Design pdm_pcm_mic_interface_flat, sky130hd; sources not shown.
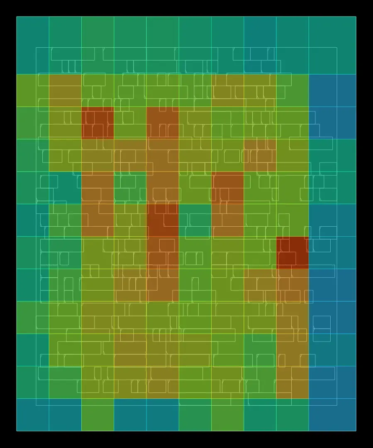
(routing congestion map)
grt met3 use: 2.755%
met2 Resource Use GR: 27.51%
GR Util met1: 20.64%

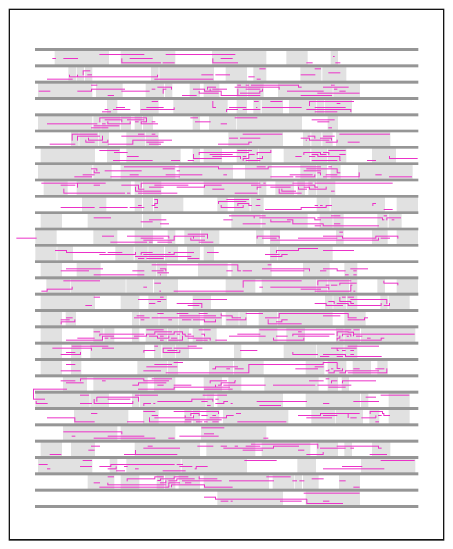
(signal wires on met1)
Scale: 6 px per um. Supply wires on this layer in grey. Cells faint in the background.
share of all routed wire	47%
longest straight run	19.8 um
total number of vias: 1,734
Routed WL: 4.369 mm

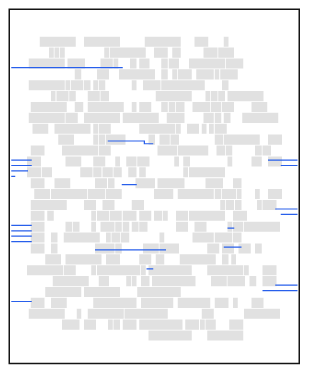
(met3 routing)
Scale: 4 px per um. Cells faint in the background.
share of all routed wire	3.2%
longest straight run	27.6 um
nets with wire on the layer	20
wire length on this layer	140 um

==> impl_metrics.ini <==
; generated from flow reports
[run_status]
outcome = complete, no violations

[cells_and_area]
signal_buffers = 21
postLayoutCellArea_um2 = 2890
seq_cell_count = 46
antenna_cells = 0
fill_cells = 429
clock_area_share_pct = 3.680

[placement]
hpwl_mm = 3.260
dp_slack_ps = 3946

[sta]
fmax_mhz = 193.6
whs_ps = 360.3
skew_ps = 4.279
worst_pin_slew_ps = 972.1
setup_viol = 0
rsz0062_at_grt = false
slew_headroom_pct = 34.99

[cts]
clockBufferDepth = 2
cts_buffers = 5
clk_pin_slew_ps = 80
cts.sinks = 46

[critical_path]
setup.worst_path.class = input port to output pin
cp-start-kind = input port
critical_path.endpoint_type = output pin
r2r_setup_slack_ps = 5970
crit_family = buffers and inverters
crit_arrival_ps = 3800
cp_slowest_cell = clkdlybuf4s50_1
worstPathMaxFanout = 6

[logic_synthesis]
ys_area_um2 = 2520
synth_cells = 230
topCombFamilyByArea = simple AND/OR/NAND/NOR gates
synth-edff-count = 8
topCellsByArea = dfrtp_1 38%, edfxtp_1 9.5%, ha_1 5.5%

[global_route]
grt_max_degree = 39
grt_pass1_vias = 1788
grt_pass1_wl_mm = 8.162

[floorplanning]
die_area_um2 = 6361

[power_and_ir_drop]
power_leakage_nw = 1.199
power_frac_comb_pct = 45.0
p_sw_uw = 353.8
powerDensity_nw_per_um2 = 295.6
seq-power_uw = 322

[detailed_routing]
drtPass1Iterations = 4
route.met3.wl_um = 139
top_layer_used = met4
